===== config.mk =====
export PLATFORM = sky130hd
export DESIGN_NAME = move_scheduler
export DESIGN_NICKNAME = d
export VERILOG_FILES = /design/src/rtl/move_scheduler.sv
export SDC_FILE = /design/constraint.sdc
export NUM_CORES = 1
export LEC_CHECK = 0
export ABC_AREA = 1
export CAP_MARGIN = 20
export CORE_UTILIZATION = 55
export DETAILED_ROUTE_END_ITERATION = 10
export HOLD_SLACK_MARGIN = 0.15
export PLACE_DENSITY = 0.72
export SYNTH_ARGS = -nofsm -noshare
export SYNTH_HDL_FRONTEND = slang
export SYNTH_SLANG_ARGS = --single-unit

===== constraint.sdc =====
create_clock -name clk -period 6.1 [get_ports clk]
set_input_delay 1.22 -clock clk [delete_from_list [all_inputs] [get_ports clk]]
set_output_delay 1.22 -clock clk [all_outputs]
set_load 0.05 [all_outputs]

===== src/rtl/move_scheduler.sv =====
// Merges key edges, key auto-repeat, level-scaled gravity and restart into a
// single valid/ready op stream for the game engine; play freezes while fail is high.
module move_scheduler #(
    parameter int unsigned CW           = 32,
    parameter int unsigned GRAV_BASE    = 100_000_000,
    parameter int unsigned GRAV_STEP    = 6_000_000,
    parameter int unsigned GRAV_MIN     = 10_000_000,
    parameter int unsigned REPEAT_DELAY = 25_000_000,
    parameter int unsigned REPEAT_RATE  = 8_000_000
) (
    input  logic       clk,
    input  logic       clrn,
    input  logic       key_left,
    input  logic       key_right,
    input  logic       key_down,
    input  logic       key_up,
    input  logic       key_space,
    input  logic [6:0] score,
    input  logic       fail,
    input  logic       op_ready,
    output logic       op_valid,
    output logic [2:0] op_code,
    output logic [3:0] level
);

    typedef enum logic [1:0] {S_RUN, S_ISSUE, S_FAIL} state_t;

    typedef enum logic [2:0] {
        OP_NOP       = 3'd0,
        OP_LEFT      = 3'd1,
        OP_RIGHT     = 3'd2,
        OP_ROTATE    = 3'd3,
        OP_SOFT_DROP = 3'd4,
        OP_GRAVITY   = 3'd5,
        OP_RESTART   = 3'd6
    } op_t;

    // Pending-bit positions, ordered so the highest set bit wins arbitration.
    localparam int unsigned P_D = 0;
    localparam int unsigned P_R = 1;
    localparam int unsigned P_L = 2;
    localparam int unsigned P_U = 3;
    localparam int unsigned P_G = 4;
    localparam int unsigned P_S = 5;

    localparam logic [CW-1:0] BASE_C   = CW'(GRAV_BASE);
    localparam logic [CW-1:0] MIN_C    = CW'(GRAV_MIN);
    localparam logic [CW-1:0] MARGIN_C = CW'(GRAV_BASE - GRAV_MIN);
    localparam logic [CW-1:0] RATE_C   = CW'(REPEAT_RATE);
    // First load absorbs the input-register and edge stages so the first repeat
    // op lands REPEAT_DELAY cycles after the key pin edge.
    localparam logic [CW-1:0] FIRST_C  = CW'(REPEAT_DELAY - 3);

    state_t        state, state_n;
    op_t           op_q, op_n;
    logic [4:0]    key_q, key_prev, rise;
    logic          rise_l, rise_r;
    logic [CW-1:0] rep_cnt [3];
    logic [2:0]    rep_fire;
    logic [5:0]    pend, pend_set, pend_clr, cand, win_q, win_n;
    logic          active, latch, xfer, grav_wrap;
    logic [CW-1:0] grav_cnt, period_q, lvl_step, period_calc;
    logic          unused_score_lsbs;

    assign unused_score_lsbs = ^score[2:0];
    assign op_code = op_q;

    function automatic logic [5:0] top_bit(input logic [5:0] v);
        logic [5:0] r;
        r = '0;
        for (int unsigned i = 0; i < 6; i++) begin
            if (v[i]) begin
                r    = '0;
                r[i] = 1'b1;
            end
        end
        return r;
    endfunction

    function automatic op_t code_of(input logic [5:0] w);
        if (w[P_S])      return OP_RESTART;
        else if (w[P_G]) return OP_GRAVITY;
        else if (w[P_U]) return OP_ROTATE;
        else if (w[P_L]) return OP_LEFT;
        else if (w[P_R]) return OP_RIGHT;
        else if (w[P_D]) return OP_SOFT_DROP;
        else             return OP_NOP;
    endfunction

    always_comb begin
        rise   = key_q & ~key_prev;
        rise_l = rise[0] & ~rise[1];
        rise_r = rise[1] & ~rise[0];
        active = (state != S_FAIL);
        xfer   = (state == S_ISSUE) && op_ready;
        for (int unsigned i = 0; i < 3; i++) begin
            rep_fire[i] = active && key_q[i] && (rep_cnt[i] == CW'(1));
        end
        // Clamp before subtracting so deep levels cannot wrap the period.
        lvl_step    = CW'(level) * CW'(GRAV_STEP);
        period_calc = (lvl_step > MARGIN_C) ? MIN_C : BASE_C - lvl_step;
        grav_wrap   = active && (grav_cnt == period_q - CW'(1));

        pend_set      = '0;
        pend_set[P_L] = active & (rise_l | rep_fire[0]);
        pend_set[P_R] = active & (rise_r | rep_fire[1]);
        pend_set[P_D] = active & (rise[2] | rep_fire[2]);
        pend_set[P_U] = active & rise[3];
        pend_set[P_G] = grav_wrap;
        pend_set[P_S] = rise[4];

        pend_clr = xfer ? win_q : '0;
        if (!active) begin
            pend_clr[4:0] = '1;
        end
    end

    always_comb begin
        state_n = state;
        latch   = 1'b0;
        cand    = active ? pend : {pend[P_S], 5'b0};
        win_n   = top_bit(cand);
        op_n    = code_of(win_n);
        case (state)
            S_RUN: begin
                if (fail) begin
                    state_n = S_FAIL;
                end else if (|cand) begin
                    latch   = 1'b1;
                    state_n = S_ISSUE;
                end
            end
            S_ISSUE: begin
                if (op_ready) begin
                    state_n = S_RUN;
                end
            end
            S_FAIL: begin
                if (|cand) begin
                    latch   = 1'b1;
                    state_n = S_ISSUE;
                end
            end
            default: state_n = S_RUN;
        endcase
    end

    always_ff @(posedge clk) begin
        if (!clrn) begin
            state <= S_RUN;
        end else begin
            state <= state_n;
        end
    end

    always_ff @(posedge clk) begin
        if (!clrn) begin
            key_q    <= '0;
            key_prev <= '0;
            level    <= '0;
            pend     <= '0;
            op_valid <= 1'b0;
            op_q     <= OP_NOP;
            win_q    <= '0;
        end else begin
            key_q    <= {key_space, key_up, key_down, key_right, key_left};
            key_prev <= key_q;
            level    <= score[6:3];
            // A re-set on the transfer edge survives the clear of the same bit.
            pend     <= (pend & ~pend_clr) | pend_set;
            if (latch) begin
                op_valid <= 1'b1;
                op_q     <= op_n;
                win_q    <= win_n;
            end else if (xfer) begin
                op_valid <= 1'b0;
                op_q     <= OP_NOP;
                win_q    <= '0;
            end
        end
    end

    always_ff @(posedge clk) begin
        for (int unsigned i = 0; i < 3; i++) begin
            if (!clrn || !active || !key_q[i]) begin
                rep_cnt[i] <= '0;
            end else if ((i == 0 && rise_l) || (i == 1 && rise_r) || (i == 2 && rise[2])) begin
                rep_cnt[i] <= FIRST_C;
            end else if (rep_cnt[i] == CW'(1)) begin
                rep_cnt[i] <= RATE_C;
            end else if (rep_cnt[i] != '0) begin
                rep_cnt[i] <= rep_cnt[i] - CW'(1);
            end
        end
    end

    // The period is sampled only at wrap, so a level change applies to the next period.
    always_ff @(posedge clk) begin
        if (!clrn) begin
            grav_cnt <= '0;
            period_q <= BASE_C;
        end else if (!active) begin
            grav_cnt <= '0;
        end else if (grav_wrap) begin
            grav_cnt <= '0;
            period_q <= period_calc;
        end else if (xfer && win_q[P_D]) begin
            grav_cnt <= '0;
        end else begin
            grav_cnt <= grav_cnt + CW'(1);
        end
    end

endmodule

==> run_1/layer_met1.png <==
(2 px per µm) Cells faint in the background.
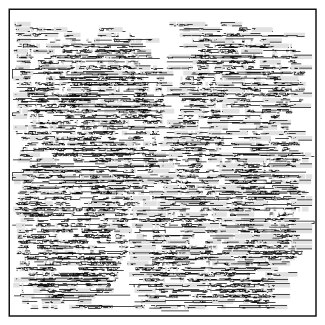
The layer holds 47% of the routed length. The longest straight run is 38.6 µm. 1773 nets have wire on it. The wires run mostly horizontal.
met1 usage: 32.5%
routed vias: 10968
routed wire length: 27600 µm

==> run_1/layer_met2.png <==
(3 px per µm)
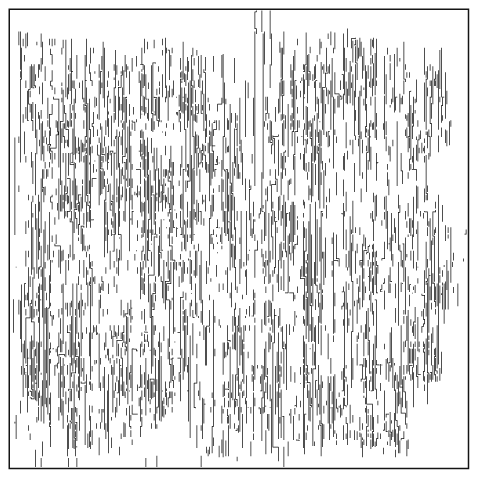
The layer carries 13300 µm of wire. The layer holds 48% of the routed length. 1484 nets have wire on it. The longest straight run is 64.6 µm. The wires run mostly vertical.
M2 GR Usage: 42.5%

==> results.yml, run 1 <==
# synthesis and place-and-route metrics
status:
  status: "finished, final reports clean"
placement:
  dp_hpwl_um: 20700
  dp_cells: 2053
  io_buffers: 20
  dp_slack_ns: 2.03
sta:
  rsz0062_at_grt: "false"
  period_minus_slack_ns: 4.15
  worst_slack_ns: 1.95
  slew_headroom_pct: 43.9
  clock.fmax_mhz: 241
  tns_ns: 0
  setup_viol: 0
  slew_violations: 0
  worst_slew_pin_slew_ns: 0.833
  hold_ws_ns: 0.412
power_and_ir_drop:
  power_density_mw_per_mm2: 310
  vdd_drop_max_mv: 0.186
  seqPwrFrac_pct: 36.7
  swShare_pct: 38.8
  p_comb_share_pct: 36.3
  p_sw_mw: 1.62
  total_power_mw: 4.19
  p_leak_nw: 6.44
  clock_power_share_pct: 27.0
setup_path:
  crit_path_start_kind: "register"
  crit_fanout: 12
  path_class: "reg2reg"
  required_ns: 6.46
floorplanning:
  dieArea_mm2: 0.0233
  die_h_um: 153
  initial_utilization_pct: 56.6
  core_area_mm2: 0.0220
  rows: 54
  num_io_pins: 24
  die_w_um: 153
layout:
  stdcell_count: 2085
  num-fill-cells: 2033
  nets: 1849
cts:
  insertion_delay_ns: 0.44
  cts_buffer_depth: 2
  cts-hold-fix-buffers: 0
  cts_root_buf: "clkbuf_16"
  cts_tree: "done"
  clkTransAtPathRegs_ns: 0.07
  numCtsBuffers: 17
  postCtsSetupBuffers: 0
flow_run:
  maxCapViolations: 0
  warnings: 38
logic_synthesis:
  synth_area_mm2: 0.0125
  synth_area_per_cell_um2: 7.04
  synth_area_leader_cell: "edfxtp_1"
  ys_ff: 181
  yosysSeqAreaShare_pct: 36.8
  synth_cells: 1772
  synth_nets: 1829
  top_cell_area_share_pct: 23.1
  edf_count: 96
  yosys-top-cells-area: "edfxtp_1 (23%), dfxtp_1 (14%), nand2_1 (13%), nor2_1 (7.7%), inv_1 (7.7%)"
  yosysMostFrequentCell: "nand2_1"
  synth_async_sr_flop_share_pct: 0
  synth_top_flop_cell: "edfxtp_1"
grt:
  grt_start_max_net_pins: 33
  grt_pass1_vias: 10366
  antenna_found_initial: 0
  grt_pass1_wl_um: 47500
  overflow: 0
  grt_usage_pct: 24.6
routing:
  ant_nets: 0
  dr.pass1.iters: 5
  drt-initial-drc-count: 618
  drc_errors: 0
  wl_per_cell_um: 13.3
min_path:
  hold_class: "reg2reg"
==> run_1/layer_met3.png <==
(2 px per µm) Cells faint in the background.
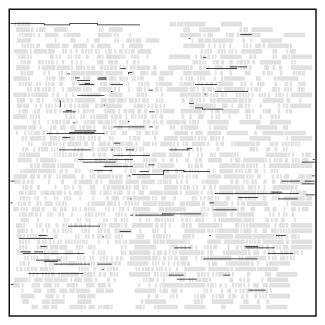
The layer holds 3.1% of the routed length. 75 nets have wire on it. The layer carries 857 µm of wire. The longest straight run is 41.9 µm.
GR Util met3: 2.56%

-- run 1: power groups by stage --
stage               clock, mW  sequential (mW)  combinational (mW)
floorplan                   0             1.55                1.22
global placement            0             1.56                1.48
detailed placement          0             1.56                1.50
CTS                      1.15             1.54                1.52
global route             1.19             1.56                1.75
finish                   1.13             1.54                1.52
-- run 1: routing by layer --
metal	GRT usage (%)	routed length, µm	part of all wire (%)
met4	7.02	453	1.6
met1	32.5	13000	47
met5	0	0	0
met3	2.56	857	3.1
met2	42.5	13300	48
-- run 1: registers in the layout, summed over array words and instances, names as in the netlist --
name / count
pend: 6
key_prev: 5
state: 2
key_q: 5
grav_cnt: 32
level: 4
op_valid: 1
period_q: 21
op_code: 3
rep_cnt: 96
win_q: 6
-- run 1: cells by family after synthesis --
group	Yosys count	share of synthesized area, %
adders and majority gates	41	4.29
and+or+nand+nor	998	35.7
buffers and inverters	293	9.25
AOI/OAI and AO/OA	157	6.83
DFF	181	36.8
xor gates and xnor gates	102	7.22
-- run 1: layout make-up --
class	instances	area, µm²	share of cell area [%]
Tap cell	280	350	2.59
Multi-Input combinational cell	1298	6740	49.8
Sequential cell	181	4580	33.9
Clock inverter	15	178	1.31
Timing Repair Buffer	28	260	1.92
Inverter	266	998	7.38
Clock buffer	17	425	3.14
-- run 1: worst max-delay path, stage by stage (launching register included) --
cell     delay, ns
dfxtp_1       0.52
inv_1         0.08
ha_1          0.36
xnor2_1       0.18
ha_1          0.20
or2_2         0.33
ha_1          0.39
nand3_1       0.11
nand2_1       0.13
nand2_1       0.08
nand2_1       0.13
nand2_1       0.08
nand3_1       0.08
nand2_1       0.13
nand2_1       0.14
inv_1         0.05
a21oi_1       0.19
nand2_1       0.08
nand2_1       0.31
nand2_1       0.30
o21ai_1       0.21
-- run 1: through the flow --
step | area [µm²] | util, %
CTS | 13500 | 61.4
detailed placement | 12900 | 58.7
global route | 13500 | 61.4
floorplan | 12500 | -
finish | 13500 | 61.4
global placement | 12900 | 58.7
-- run 1: path summary, 6_finish.rpt --
path               start           to  slack (ns)  cells after the start
min reg2reg  key_prev[3]      pend[3]        0.41                      1
max reg2reg     level[2]  period_q[8]        1.95                     20
max             level[2]  period_q[8]        1.95                     20
min          key_prev[3]      pend[3]        0.41                      1
-- run 1: cell usage in the layout (no fill, tap or decap), types with 20 or more instances in the layout --
cell	n
a21oi_1	71
nand4_1	35
edfxtp_1	96
nor2_2	22
xnor2_1	39
nand3_1	127
inv_1	256
nor3_1	36
nor2_1	257
xor2_1	62
nand2_1	441
ha_1	38
o21ai_0	52
dfxtp_1	85
clkdlybuf4s50_1	20
==> run 1 -> run 2 <==
Settings changed: PLACE_DENSITY 0.72 to 0.75.
Clock period 6.1 ns to 3.59 ns, I/O delays scaled along.
==> run_2/layer_met4.png <==
(2 px per µm) Cells faint in the background.
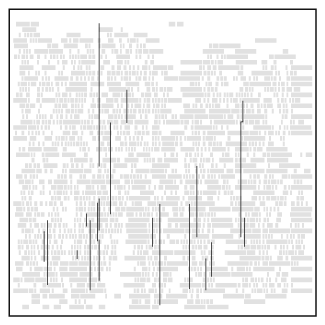
The layer holds 1.9% of the routed length. The longest straight run is 71.4 µm. 15 nets have wire on it. The layer carries 538 µm of wire. The wires run mostly vertical.
routed wire length: 28000 µm
routed vias: 11164

==> run 2 against run 1 <==
Net effect: the flow now finishes with violations (DRC); worst hold slack improved by 0.019 ns; global-route usage fell by 0.096 points; utilization rose by 1.3 points; sequential cell count did not move.
==> results.yml, run 2 <==
# synthesis and place-and-route metrics
logic_synthesis:
  top_cell_area_share_pct: 23.1
  ys_cells: 1772
  synth_cells: 1772
  synth_area_mm2: 0.0125
  synth_area_per_cell_um2: 7.04
  ys_types: 49
  xor_area_share_pct: 7.22
  fa_ha_area_share_pct: 4.29
  edf_count: 96
  synth_async_sr_flop_share_pct: 0
  ys_top_cells_by_count: "nand2_1 (441), nor2_1 (257), inv_1 (256), nand3_1 (127), edfxtp_1 (96)"
  synth_top_flop_cell: "edfxtp_1"
  ys_ff: 181
  yosysWarnings: 0
  yosysSeqAreaShare_pct: 36.8
  compound_area_share_pct: 6.83
  simple_gate_share_pct: 35.7
  synth_nets: 1829
  mux_share_pct: 0
  ys_top_logic_family: "simple AND/OR/NAND/NOR gates"
  synth_area_leader_cell: "edfxtp_1"
  yosys-top-cells-area: "edfxtp_1 (23%), dfxtp_1 (14%), nand2_1 (13%), nor2_1 (7.7%), inv_1 (7.7%)"
  yosysMostFrequentCell: "nand2_1"
  ys_area_mm2: 0.0125
sta:
  period_minus_slack_ns: 3.32
  hold_viol: 0
  hold_ws_ns: 0.432
  worst_slew_pin_slew_ns: 0.908
  slew_violations: 0
  clock-skew-final_ns: 0.0166
  worst_slack_ns: 0.266
  setup_viol: 0
  clock.fmax_mhz: 301
  slew_headroom_pct: 39.2
  timing.final.crit_share_pct: 92.6
floorplanning:
  die_w_um: 153
  die_h_um: 153
  dieArea_mm2: 0.0233
  core_area_mm2: 0.0220
  initial_utilization_pct: 56.6
  num_io_pins: 24
  rows: 54
power_and_ir_drop:
  p_sw_mw: 2.82
  seqPwrFrac_pct: 36.0
  p_comb_share_pct: 37.1
  power_density_mw_per_mm2: 523
  clock_power_share_pct: 26.9
  p_leak_nw: 6.54
  p_int_mw: 4.41
  vdd_drop_max_mv: 0.346
  swShare_pct: 39.0
  total_power_mw: 7.23
setup_path:
  path_class: "reg2reg"
  critPathSlowestCell: "dfxtp_2"
  crit_fanout: 5
  cp-end-kind: "register"
  required_ns: 3.91
  crit_top_cell: "nand2_1"
  crit_arrival_ns: 3.64
  crit_path_start_kind: "register"
  critPathMaxStageDelay_ns: 0.37
  crit_path_cell_trace: "ha_2, xnor2_2, ha_1, or2_2, ha_4, nand3_1, nand2_1, nand2_1, nand2_1, nand2_1, nand3_1, nand2_1, nor2_1, nand2_1, nor2_2, nand2_1, nand2_1, nand2_2, buf_4, nand3_1, a21oi_1"
  rrSetupSlack_ns: 0.27
flow_run:
  maxCapViolations: 0
  warnings: 38
grt:
  grt_start_max_net_pins: 33
  grt_pass1_wl_um: 47300
  antenna_found_initial: 0
  grt_pass1_vias: 10398
  overflow: 0
  grt_usage_pct: 24.5
layout:
  utilization_pct: 62.7
  nets: 1870
  layout_top_cells: "nand2_1 (435), inv_1 (254), nor2_1 (253), nand3_1 (127), edfxtp_1 (96)"
  regMostFlops: "rep_cnt"
  final_cell_area_mm2: 0.0138
  flop_area_mm2: 0.00459
  num-fill-cells: 1970
  largest_reg_flops: 96
  reg.largest.list: "rep_cnt x96, grav_cnt x32, period_q x21"
  layout-drive-gt1-share_pct: 9.53
  antenna_cells: 0
  comb_area_mm2: 0.00684
  syn_to_final_growth_pct: 10.7
  mostFrequentLayoutCell: "nand2_1"
placement:
  gp_congestion: 0.940
  placed_area_mm2: 0.0131
  dp_slack_ns: 0.128
  io_buffers: 20
  dp_hpwl_um: 20500
cts:
  cts_tree: "done"
  cts_buffer_depth: 2
  cts_root_buf: "clkbuf_16"
  insertion_delay_ns: 0.45
  cts_num_sinks: 181
  postCtsSetupBuffers: 0
  h-tree-depth: 4
  clkTransAtPathRegs_ns: 0.07
  numCtsBuffers: 17
routing:
  drt-initial-drc-count: 714
  wl_per_cell_um: 13.3
  ant_nets: 0
  via_per_inst: 5.30
  dr.pass1.iters: 11
  drc_errors: 2
min_path:
  hold_class: "reg2reg"
status:
  status: "complete, but fails checks"
  violations: "DRC"
-- run 2: cell counts after synthesis --
Identical to the previous run, type by type.
-- run 2: cell families after synthesis --
family	count (synthesis)
adders and majority gates	41
xor gates and xnor gates	102
and+or+nand+nor	998
DFF	181
buffers and inverters	293
AOI/OAI and AO/OA	157
-- run 2: repair_timing --
action,CTS,global route
setup endpoints to repair,0,20
hold buffers,0,0
gates resized,0,32
endpoints found under the hold margin,0,0
-- run 2: worst max-delay path, delay by kind of cell (launching register included) --
kind / cells / cell delay (ns)
flops: 1 / 0.37
buf+inv: 1 / 0.15
fa+ha+maj: 3 / 0.81
compound gates: 1 / 0.06
xor+xnor: 1 / 0.16
simple gates: 15 / 1.64
-- run 2: routing by layer --
metal	routed length, µm	vias up	track usage (%)	part of all wire (%)
li1	-	5771	-	-
met3	1170	42	3.47	4.2
met4	538	0	7.36	1.9
met5	0	-	0	0
met2	13600	240	43.0	49
met1	12700	5111	31.1	45
-- run 2: area by class of cell --
| type | instances | share of cell area (%) |
|---|---|---|
| clock inverters | 15 | 1.30 |
| flip-flops and latches | 181 | 33.2 |
| repair buffers | 49 | 3.08 |
| clock buffers | 17 | 3.08 |
| inverters | 266 | 7.23 |
| well taps | 280 | 2.54 |
| multi-input cells | 1298 | 49.5 |
-- run 2: power groups by stage --
stage | sequential, mW | clock [mW] | combinational, mW
2_1_floorplan | 2.63 | 0 | 2.08
3_3_place_gp | 2.64 | 0 | 2.55
3_5_place_dp | 2.65 | 0 | 2.60
5_1_grt | 2.64 | 2.05 | 3.05
4_1_cts | 2.60 | 1.96 | 2.64
6_report | 2.61 | 1.94 | 2.68
-- run 2: path summary, 6_finish.rpt --
kind / from / to / depth (start not counted)
min: key_prev[3] / pend[3] / 1
max reg2reg: level[3] / period_q[25] / 21
min reg2reg: key_prev[3] / pend[3] / 1
max: level[3] / period_q[25] / 21
-- run 2: metrics by stage --
step,instances,TNS [ns]
after floorplan,1772,0
after global placement,2074,0
after detailed placement,2074,0
after CTS,2106,0
after global routing,2106,-0.0499
final,2106,0
No activity file was given, so power comes from the tool's default toggle rates.
